--- src/rtl/chess_pkg.sv ---
// Shared constants for the chess sound path: tone codes, requester slots and
// the sound arbiter state encoding.
package chess_pkg;

    localparam logic [2:0] SND_MOVE     = 3'd1;
    localparam logic [2:0] SND_CAPTURE  = 3'd2;
    localparam logic [2:0] SND_ILLEGAL  = 3'd3;
    localparam logic [2:0] SND_TICK     = 3'd4;
    localparam logic [2:0] SND_WARN     = 3'd5;
    localparam logic [2:0] SND_GAMEOVER = 3'd6;

    // Requester slots, lowest index wins; tick and timer warning share a slot.
    localparam int REQ_GAMEOVER = 0;
    localparam int REQ_MOVE     = 1;
    localparam int REQ_ILLEGAL  = 2;
    localparam int REQ_TICK     = 3;
    localparam int REQ_WARN     = 3;

    typedef enum logic [1:0] {
        ST_IDLE = 2'd0,
        ST_TONE = 2'd1,
        ST_GAP  = 2'd2
    } arb_state_e;

endpackage

--- src/rtl/sound_arbiter_prio_enc.sv ---
// Fixed-priority encoder: reports the lowest set bit of a pending vector.
module prio_enc #(
    parameter int NREQ = 4,
    parameter int ID_W = 2
) (
    input  logic [NREQ-1:0] pend,
    output logic [ID_W-1:0] idx,
    output logic            vld
);

    always_comb begin
        idx = '0;
        vld = 1'b0;
        // Scan downward so the lowest index is the last one written.
        for (int i = NREQ - 1; i >= 0; i--) begin
            if (pend[i]) begin
                idx = ID_W'(i);
                vld = 1'b1;
            end
        end
    end

endmodule

--- src/rtl/sound_arbiter.sv ---
// Shares the single tone generator among event sources: latches request
// pulses, plays the highest-priority one for a fixed length, then stays silent.
module sound_arbiter
    import chess_pkg::*;
#(
    parameter int NREQ        = 4,
    parameter int CODE_W      = 3,
    parameter int TONE_CYCLES = 12000000,
    parameter int GAP_CYCLES  = 2000000,
    parameter int PREEMPT     = 1,
    localparam int ID_W       = (NREQ > 1) ? $clog2(NREQ) : 1
) (
    input  logic                   clk,
    input  logic                   rstn,
    input  logic [NREQ-1:0]        req,
    input  logic [NREQ*CODE_W-1:0] req_code,
    input  logic                   mute,
    output logic [CODE_W-1:0]      sound_code,
    output logic                   play_sound,
    output logic [ID_W-1:0]        grant_id,
    output logic                   busy,
    output logic                   overrun
);

    localparam int CNT_MAX = (TONE_CYCLES > GAP_CYCLES) ? TONE_CYCLES : GAP_CYCLES;
    localparam int CNT_W   = (CNT_MAX > 1) ? $clog2(CNT_MAX) : 1;
    localparam logic [CNT_W-1:0] TONE_LOAD = CNT_W'(TONE_CYCLES - 1);
    localparam logic [CNT_W-1:0] GAP_LOAD  = CNT_W'(GAP_CYCLES - 1);

    arb_state_e          state_q, state_d;
    logic [CNT_W-1:0]    cnt_q, cnt_d;
    logic [NREQ-1:0]     pend_q, pend_d;
    logic [CODE_W-1:0]   code_q [NREQ];
    logic [CODE_W-1:0]   code_d [NREQ];
    logic [CODE_W-1:0]   snd_q, snd_d;
    logic [ID_W-1:0]     gid_q, gid_d;
    logic                play_q, play_d;
    logic                ovr_q, ovr_d;

    logic [ID_W-1:0]     enc_idx;
    logic                enc_vld;
    logic                gnt_vld;
    logic [ID_W-1:0]     gnt_idx;
    logic                preempt;

    prio_enc #(
        .NREQ (NREQ),
        .ID_W (ID_W)
    ) u_prio_enc (
        .pend (pend_q),
        .idx  (enc_idx),
        .vld  (enc_vld)
    );

    assign preempt = (PREEMPT != 0) && (state_q == ST_TONE) && pend_q[0] && (gid_q != '0);

    always_comb begin
        state_d = state_q;
        cnt_d   = cnt_q;
        pend_d  = pend_q;
        code_d  = code_q;
        snd_d   = snd_q;
        gid_d   = gid_q;
        play_d  = play_q;
        ovr_d   = 1'b0;
        gnt_vld = 1'b0;
        gnt_idx = '0;

        case (state_q)
            ST_IDLE: begin
                if (enc_vld) begin
                    gnt_vld = 1'b1;
                    gnt_idx = enc_idx;
                end
            end
            ST_TONE: begin
                // Preemption wins over expiry so slot 0 never sees a gap first.
                if (preempt) begin
                    gnt_vld = 1'b1;
                    gnt_idx = '0;
                end else if (cnt_q == '0) begin
                    state_d = ST_GAP;
                    play_d  = 1'b0;
                    cnt_d   = GAP_LOAD;
                end else begin
                    cnt_d = cnt_q - 1'b1;
                end
            end
            ST_GAP: begin
                if (cnt_q == '0) begin
                    state_d = ST_IDLE;
                end else begin
                    cnt_d = cnt_q - 1'b1;
                end
            end
            default: state_d = ST_IDLE;
        endcase

        if (gnt_vld) begin
            state_d         = ST_TONE;
            cnt_d           = TONE_LOAD;
            play_d          = 1'b1;
            snd_d           = code_q[gnt_idx];
            gid_d           = gnt_idx;
            pend_d[gnt_idx] = 1'b0;
        end

        // A request landing on the slot being granted re-arms it rather than overrunning.
        for (int i = 0; i < NREQ; i++) begin
            if (req[i]) begin
                if (pend_q[i] && !(gnt_vld && (gnt_idx == ID_W'(i)))) begin
                    ovr_d = 1'b1;
                end
                pend_d[i] = 1'b1;
                code_d[i] = req_code[i*CODE_W +: CODE_W];
            end
        end

        if (mute) begin
            state_d = ST_IDLE;
            cnt_d   = '0;
            pend_d  = '0;
            code_d  = code_q;
            play_d  = 1'b0;
            ovr_d   = 1'b0;
        end
    end

    always_ff @(posedge clk or negedge rstn) begin
        if (!rstn) begin
            state_q <= ST_IDLE;
            cnt_q   <= '0;
            pend_q  <= '0;
            snd_q   <= '0;
            gid_q   <= '0;
            play_q  <= 1'b0;
            ovr_q   <= 1'b0;
        end else begin
            state_q <= state_d;
            cnt_q   <= cnt_d;
            pend_q  <= pend_d;
            snd_q   <= snd_d;
            gid_q   <= gid_d;
            play_q  <= play_d;
            ovr_q   <= ovr_d;
        end
    end

    // Stored codes are only meaningful behind a pending bit, so they carry no reset.
    always_ff @(posedge clk) begin
        code_q <= code_d;
    end

    assign sound_code = snd_q;
    assign grant_id   = gid_q;
    assign play_sound = play_q;
    assign overrun    = ovr_q;
    assign busy       = (state_q != ST_IDLE);

endmodule

--- config.mk ---
export PLATFORM = sky130hd
export DESIGN_NAME = sound_arbiter
export DESIGN_NICKNAME = d
export VERILOG_FILES = /design/src/rtl/chess_pkg.sv /design/src/rtl/sound_arbiter_prio_enc.sv /design/src/rtl/sound_arbiter.sv
export SDC_FILE = /design/constraint.sdc
export NUM_CORES = 1
export LEC_CHECK = 0
export CAP_MARGIN = 0
export CORE_ASPECT_RATIO = 0.6
export CORE_MARGIN = 5
export CORE_UTILIZATION = 49
export DETAILED_ROUTE_END_ITERATION = 6
export PLACE_DENSITY = 0.8
export SYNTH_ARGS = -nofsm -noshare
export SYNTH_HDL_FRONTEND = slang
export SYNTH_SLANG_ARGS = --single-unit
--- constraint.sdc ---
create_clock -name clk -period 2.7 [get_ports clk]
set_input_delay 0.27 -clock clk [delete_from_list [all_inputs] [get_ports clk]]
set_output_delay 0.27 -clock clk [all_outputs]
set_load 0.02 [all_outputs]
==> impl_metrics.csv, run 1 <==
group,metric,value,unit
status,status,"completed",
grt,grt_pass1_wl,11.7,mm
synth,edf_count,12,
setup_path,worstPathArrival,2.73,ns
floorplan,tap_cells,69,
final_layout,final-clk-cell-share,0.0340,
setup_path,end_kind,"register",
final_layout,area.growth.synth_to_final,19.5,%
sta,total_neg_setup_slack,0,ns
clocking,clk_transition_reported_paths,0.09,ns
setup_path,r2r_cells,7,
setup_path,regToRegStartpoint,"cnt_q[0]$_DFFE_PN0P_",
setup_path,r2r_slack,0.17,ns
synth,post-synth-top-area-cell,"dfrtp_1",
grt,grt.busiest_layer,"met1",
power,clk-power,0.528,mW
synth,post_synth_and_or_nand_nor_area_fraction,0.212,
synth,yosys_most_used_dff,"dfrtp_1",
final_layout,final_design_area_no_fill,0.00324,mm^2
final_layout,multiInputCombCellCount,212,
power,switching_share,0.336,
floorplan,core-area,0.00547,mm^2
synth,yosys-stat-area,0.00271,mm^2
final_layout,nonClockInverterCount,10,
synth,syn_avg_cell_area,9.43,um^2
sta,final.period_utilization,0.938,
setup_path,crit_end,"cnt_q[12]$_DFFE_PN0P_",
synth,synth.area.top_cells,"dfrtp_1 (34%), edfxtp_1 (13%), a21oi_1 (5.9%), nor2_1 (4.0%), mux2_2 (3.7%)",
synth,yosys_warnings,0,
route,detailed_routing_iteration_count_for_the_pre_antenna_repair_pass,6,
final_layout,largest_class,"combinational gates",
setup_path,reg2reg_to,"cnt_q[12]$_DFFE_PN0P_",
setup_path,worst_path_dominant_cell_family,"simple AND/OR/NAND/NOR gates",
grt,antenna_violations_before_repair,0,
flow_run,timing.max_cap.violations,0,
final_layout,largest_register_ff_count,24,
clocking,cts.sink_count,49,
placed_design,port_buffers,26,
route,drt_wl_total,7.38,mm
final_layout,combGateArea,0.00133,mm^2
power,power.largest_group,"registers",
final_layout,sequential_cell_total,49,
final_layout,nClkBuffers,5,
clocking,h-tree-depth,2,
grt,met1_resource_use_gr,0.350,
synth,number_of_storage_elements_in_the_synthesis_netlist,49,
clocking,cts-buffers-inserted,5,
final_layout,area.share.sequential,0.398,
floorplan,fp.dieH,67.6,um
final_layout,final.signal_buffer_count,43,
final_layout,non_clock_buffer_area_share,0.118,
route,wl_met2,2.83,mm
synth,synth-xor-area-share,0,
placed_design,hpwlAfterDp,5.37,mm
setup_path,crit_buf_inv,1,
setup_path,timing.critical_path.cells,"inv_1 > ha_1 > or4b_2 > nor3_2 > mux2_2 > a221oi_1 > nor2_1",
synth,muxShareOfSynthArea,0.0522,
floorplan,pin_count,27,
synth,yosys.stat.seqShare,0.475,
sta,timing_worst_slew_pin_value,0.838,ns
final_layout,drive_above_1_share,0.130,
route,highest_layer,"met4",
setup_path,cp_max_fo,5,
sta,max_freq,395,MHz
sta,grt_setup_unrepaired,"no",
grt,gr-usage-met3,0.0439,
sta,final_period_minus_worst_setup_slack,2.53,ns
power,p_clk_frac,0.254,
final_layout,reg_top3,"cnt_q x24, code_q x12, pend_q x4",
route,wl_met3,838,um
grt,grt_overflow,0,
floorplan,row_count,21,
flow_run,stage_log_warnings,29,
placed_design,dpl-instance-area,0.00311,mm^2
setup_path,critical_path.slowest_cell,"or4b_2",
route,via_count,2475,
power,cellPowerDensity,643,mW/mm^2
clocking,postCtsSetupRepairBufs,0,
sta,max_slew_margin,0.441,
power,comb_power,0.614,mW
worst_hold_path,min_path_type,"primary input to asynchronous set/reset pin",
sta,worst_clock_skew,0.00309,ns
setup_path,critical_path_class,"register to register",
synth,synth.cell_area,0.00271,mm^2
[run 1: synth_stat cells (all sizes together) (7+ instances only)]
cell type and instances:
dfrtp 37, o21ai 14, clkbuf 11, mux2 9
edfxtp 12, nand3 7, inv 10, a21oi 32
nor2 30, nor2b 7, nand2 20, nor3 15
[run 1: metrics by stage]
step / hold slack (ns) / util / power, mW / setup slack [ns]
after floorplan: -0.0256 / - / 1.29 / 0.240
after global placement: 0.416 / 0.568 / 1.52 / 0.211
after detailed placement: 0.418 / 0.568 / 1.54 / 0.134
after CTS: 0.0981 / 0.588 / 2.06 / 0.113
after global routing: 0.128 / 0.592 / 2.18 / 0.0383
final: 0.0598 / 0.592 / 2.08 / 0.167
[run 1: repair_timing]
action                                  CTS  global route
gates resized                             0             3
hold buffers                              0             0
endpoints found under the setup margin    0             3
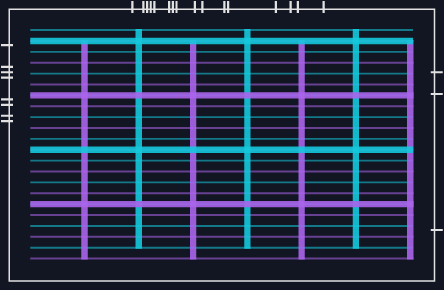
Run 1: supply network
Drawn at 4 px/um. Pins as bars on the die edge.
[cyan] VDD
[purple] VSS
rows: 21
signal pins: 27
met4 straps: 7

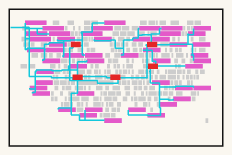
Run 1: clock distribution
Drawn at 2 px/um.
[cyan] clock wires | length: 602 um
[red] clock drivers | count: 5
[magenta] flip-flops | count: 49
routed clock nets: 6
flops lie: widely spread

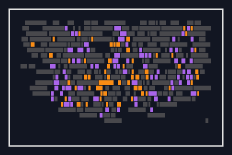
Run 1: selected gate families
Drawn at 2 px/um.
[orange] NOR gates | cells: 58 | most used: nor2_1
[purple] inverting AOI/OAI gates | cells: 75 | most used: a21oi_1
most common library cell in the layout ignoring fill and taps: dfrtp_1
share of the final layout cell area in multi-input gates: 0.412
Finished Layout Cells: 391

==> inputs of run 2 (changes only) <==
- HOLD_SLACK_MARGIN: default -> 0.05
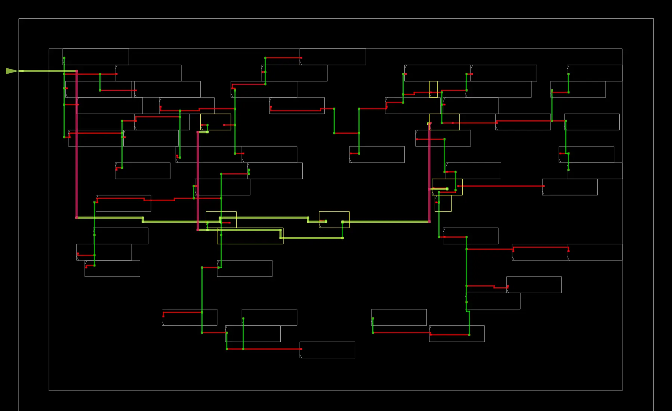
Run 2: clock wiring as the flow saved it
final-layout clock buffer total: 5
cts bufs inserted: 5
CTS sink count: 49

==> impl_metrics.csv, run 2 <==
group,metric,value,unit
final_layout,area.growth.synth_to_final,19.5,%
placed_design,port_buffers,26,
grt,antenna_violations_before_repair,0,
sta,total_neg_setup_slack,0,ns
floorplan,core-area,0.00547,mm^2
power,cellPowerDensity,643,mW/mm^2
route,drt-wirelength-per-cell,18.9,um
power,p_clk_frac,0.254,
setup_path,cp_max_fo,5,
worst_hold_path,min_path_type,"primary input to asynchronous set/reset pin",
sta,max_slew_margin,0.441,
route,highest_layer,"met4",
grt,grt_overflow,0,
sta,setup_slack_of_the_critical_path_after_layout,0.167,ns
synth,synth_async_sr_flop_share,0.755,
placed_design,dp_slack,0.134,ns
final_layout,finish.cell_count_without_fillers,391,
floorplan,fp.dieH,67.6,um
route,detail_route.wirelength.met1,3.63,mm
synth,post-synth-top-area-cell,"dfrtp_1",
final_layout,drive_above_1_share,0.130,
route,wl_met3,838,um
final_layout,largest_register_ff_count,24,
sta,timing.final.setup_violations,0,
setup_path,reg2reg_to,"cnt_q[12]$_DFFE_PN0P_",
status,status,"completed",
synth,yosys.cell_types.count,55,
final_layout,top_register,"cnt_q",
route,detailed_routing_iteration_count_for_the_pre_antenna_repair_pass,6,
power,power_total,2.08,mW
final_layout,final_design_area_no_fill,0.00324,mm^2
clocking,h-tree-depth,2,
synth,synth.cell_area,0.00271,mm^2
sta,timing_worst_slew_pin_value,0.838,ns
grt,gr-usage-met3,0.0439,
clocking,root_cell_of_the_clock_tree,"clkbuf_8",
synth,synth_stat.cells,287,
floorplan,row_count,21,
sta,grt_setup_unrepaired,"no",
setup_path,crit_buf_inv,1,
flow_run,stage_log_warnings,29,
sta,final_period_minus_worst_setup_slack,2.53,ns
floorplan,die-width,106,um
setup_path,regToRegStartpoint,"cnt_q[0]$_DFFE_PN0P_",
power,comb_power,0.614,mW
setup_path,worstPathArrival,2.73,ns
sta,max_freq,395,MHz
synth,yosys.stat.seqShare,0.475,
power,clk-power,0.528,mW
synth,yosys-stat-area,0.00271,mm^2
synth,syn_avg_cell_area,9.43,um^2
grt,grt.busiest_layer,"met1",
power,leakagePower,1.26,nW
setup_path,critical_path.slowest_cell,"or4b_2",
synth,yosys_most_used_dff,"dfrtp_1",
synth,synth.area.top_cells,"dfrtp_1 (34%), edfxtp_1 (13%), a21oi_1 (5.9%), nor2_1 (4.0%), mux2_2 (3.7%)",
placed_design,dpl-instance-area,0.00311,mm^2
setup_path,r2r_cells,7,
route,drtAntennaViolNets,0,
clocking,postCtsSetupRepairBufs,0,
final_layout,layout.cells.most_common,"dfrtp_1",
setup_path,end_kind,"register",
sta,final.hold.worst_slack,0.0598,ns
synth,number_of_storage_elements_in_the_synthesis_netlist,49,
clocking,clk_transition_reported_paths,0.09,ns
final_layout,reg_top3,"cnt_q x24, code_q x12, pend_q x4",
route,via_count,2475,
setup_path,crit_end,"cnt_q[12]$_DFFE_PN0P_",
route,drt_wl_total,7.38,mm
power,total_switching_power,0.698,mW
synth,synth_top_cell_by_count,"dfrtp_1",
synth,post_synth_most_frequent_cells,"dfrtp_1 (37), a21oi_1 (32), nor2_1 (29)",
setup_path,critical_path_class,"register to register",
power,power.internal,1.38,mW
grt,grt_pass1_wl,11.7,mm
final_layout,post-route-util,0.592,
setup_path,worst_path_dominant_cell_family,"simple AND/OR/NAND/NOR gates",
power,power.largest_group,"registers",
power,switching_share,0.336,
flow_run,timing.max_cap.violations,0,
placed_design,hpwlAfterDp,5.37,mm
setup_path,r2r_slack,0.17,ns
sta,worst_clock_skew,0.00309,ns
sta,final.period_utilization,0.938,
floorplan,pin_count,27,
grt,met1_resource_use_gr,0.350,
synth,edf_count,12,
setup_path,timing.critical_path.cells,"inv_1 > ha_1 > or4b_2 > nor3_2 > mux2_2 > a221oi_1 > nor2_1",
route,wl_met2,2.83,mm
synth,yosys_warnings,0,
-- run 2: cells by family (layout without fill, tap and decap cells) --
kind of cell / after synthesis / count (layout) / synth area share
buffers and inverters: 26 / 61 / 0.0402
AOI/OAI and AO/OA: 83 / 83 / 0.198
and+or+nand+nor: 111 / 111 / 0.212
adders and majority gates: 5 / 5 / 0.0231
DFF: 49 / 49 / 0.475
muxes: 13 / 13 / 0.0522
-- run 2: repair_timing --
item,CTS,global route
setup endpoints to repair,0,3
hold buffers,0,0
resized,0,3
-- run 2: cell type report --
cell class                      instances  area [um^2]  area share
Timing Repair Buffer                   43          383       0.118
Sequential cell                        49         1290       0.398
Inverter                               10         37.5      0.0116
Multi-Input combinational cell        212         1330       0.412
Tap cell                               69         86.3      0.0267
Clock buffer                            5         68.8      0.0213
Clock inverter                          3         41.3      0.0128
==> inputs of run 3 (changes only) <==
- MAX_ROUTING_LAYER: default -> met4
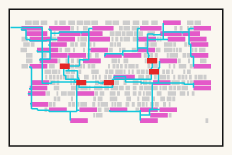
Run 3: clock distribution
Drawn at 2 px/um.
[red] clock drivers | count: 5
[cyan] clock wires | length: 580 um
[magenta] flip-flops | count: 49
flops lie: widely spread
routed clock nets: 6

==> impl_metrics.csv, run 3 <==
group,metric,value,unit
synth,synth.cell_area,0.00271,mm^2
synth,yosys.stat.seqShare,0.475,
grt,gr-usage-met3,0.0659,
route,via_count,2456,
setup_path,worstPathArrival,2.83,ns
placed_design,dpl-instance-area,0.00311,mm^2
placed_design,port_buffers,26,
route,highest_layer,"met4",
worst_hold_path,min_path_type,"primary input to asynchronous set/reset pin",
sta,total_neg_setup_slack,0,ns
sta,timing.final.setup_violations,0,
final_layout,final_design_area_no_fill,0.00320,mm^2
grt,met1_resource_use_gr,0.340,
floorplan,core-area,0.00547,mm^2
route,drtAntennaViolNets,0,
final_layout,finish.cell_count_without_fillers,391,
synth,syn_avg_cell_area,9.43,um^2
grt,antenna_violations_before_repair,0,
final_layout,largest_register_ff_count,24,
flow_run,timing.max_cap.violations,0,
floorplan,fp.dieH,67.6,um
route,wl_met3,898,um
synth,yosys-stat-area,0.00271,mm^2
synth,yosys_most_used_dff,"dfrtp_1",
setup_path,critical_path.slowest_cell,"or4b_2",
route,drt_wl_total,7.42,mm
setup_path,worst_path_dominant_cell_family,"simple AND/OR/NAND/NOR gates",
sta,final.hold.worst_slack,0.0571,ns
sta,final.period_utilization,0.978,
setup_path,crit_end,"cnt_q[12]$_DFFE_PN0P_",
synth,post-synth-top-area-cell,"dfrtp_1",
setup_path,r2r_slack,0.06,ns
sta,max_freq,379,MHz
floorplan,pin_count,27,
sta,final_period_minus_worst_setup_slack,2.64,ns
route,drt-wirelength-per-cell,19.0,um
power,clk-power,0.434,mW
synth,post_synth_most_frequent_cells,"dfrtp_1 (37), a21oi_1 (32), nor2_1 (29)",
clocking,h-tree-depth,2,
grt,grt.busiest_layer,"met1",
sta,grt_setup_unrepaired,"no",
power,comb_power,0.613,mW
grt,grt_pass1_wl,11.9,mm
synth,edf_count,12,
final_layout,layout.cells.most_common,"dfrtp_1",
floorplan,row_count,21,
clocking,cts.sink_count,49,
synth,yosys_warnings,0,
setup_path,timing.critical_path.cells,"inv_1 > ha_1 > or4b_2 > nor3_1 > mux2_2 > a221oi_1 > nor2_1",
placed_design,hpwlAfterDp,5.51,mm
power,power_total,1.98,mW
setup_path,end_kind,"register",
synth,yosys.cell_types.count,55,
final_layout,area.growth.synth_to_final,18.2,%
setup_path,regToRegStartpoint,"cnt_q[0]$_DFFE_PN0P_",
sta,final_hold_violation_tally,0,
synth,synth_async_sr_flop_share,0.755,
placed_design,dp_slack,0.104,ns
floorplan,die-width,106,um
clocking,tritoncts,"yes",
floorplan,die_area,0.00716,mm^2
final_layout,reg_top3,"cnt_q x24, code_q x12, pend_q x4",
synth,number_of_storage_elements_in_the_synthesis_netlist,49,
setup_path,cp_max_fo,5,
final_layout,top_register,"cnt_q",
power,total_switching_power,0.690,mW
route,detail_route.wirelength.met1,3.57,mm
setup_path,worstSetupPathDepth,7,
flow_run,stage_log_warnings,29,
setup_path,crit_buf_inv,1,
power,p_clk_frac,0.219,
power,power.internal,1.29,mW
power,cellPowerDensity,620,mW/mm^2
sta,setup_slack_of_the_critical_path_after_layout,0.0605,ns
final_layout,post-route-util,0.585,
synth,synth_top_cell_by_count,"dfrtp_1",
grt,use_met2,0.295,
status,status,"completed",
final_layout,drive_above_1_share,0.127,
setup_path,reg2reg_to,"cnt_q[12]$_DFFE_PN0P_",
setup_path,r2r_cells,7,
synth,top_cell_area_share,0.342,
route,detailed_routing_iteration_count_for_the_pre_antenna_repair_pass,6,
power,leakagePower,1.24,nW
clocking,root_cell_of_the_clock_tree,"clkbuf_8",
route,wl_met2,2.92,mm
clocking,postCtsSetupRepairBufs,0,
grt,grt_overflow,0,
clocking,clk_transition_reported_paths,0.09,ns
synth,synth_stat.cells,287,
[run 3: cell counts after synthesis]
Identical to the previous run, type by type.
[run 3: kinds of logic after synthesis]
family          Yosys count  share of synthesized area
simple gates            111                      0.212
fa+ha+maj                 5                     0.0231
compound gates           83                      0.198
mux                      13                     0.0522
buf+inv                  26                     0.0402
flops                    49                      0.475
[run 3: layout make-up]
type / count / area, um^2
Timing Repair Buffer: 43 / 383
Multi-Input combinational cell: 212 / 1320
Sequential cell: 49 / 1290
Clock buffer: 6 / 72.6
Tap cell: 69 / 86.3
Fill cell: 462 / 2270
Inverter: 10 / 37.5
Clock inverter: 2 / 15.0
[run 3: repair_timing]
item | CTS | global route
endpoints found under the hold margin | 0 | 0
resized | 0 | 1
hold buffers | 0 | 0
endpoints found under the setup margin | 0 | 2
Power figures rest on the tool's default switching activity, not on a simulated workload.
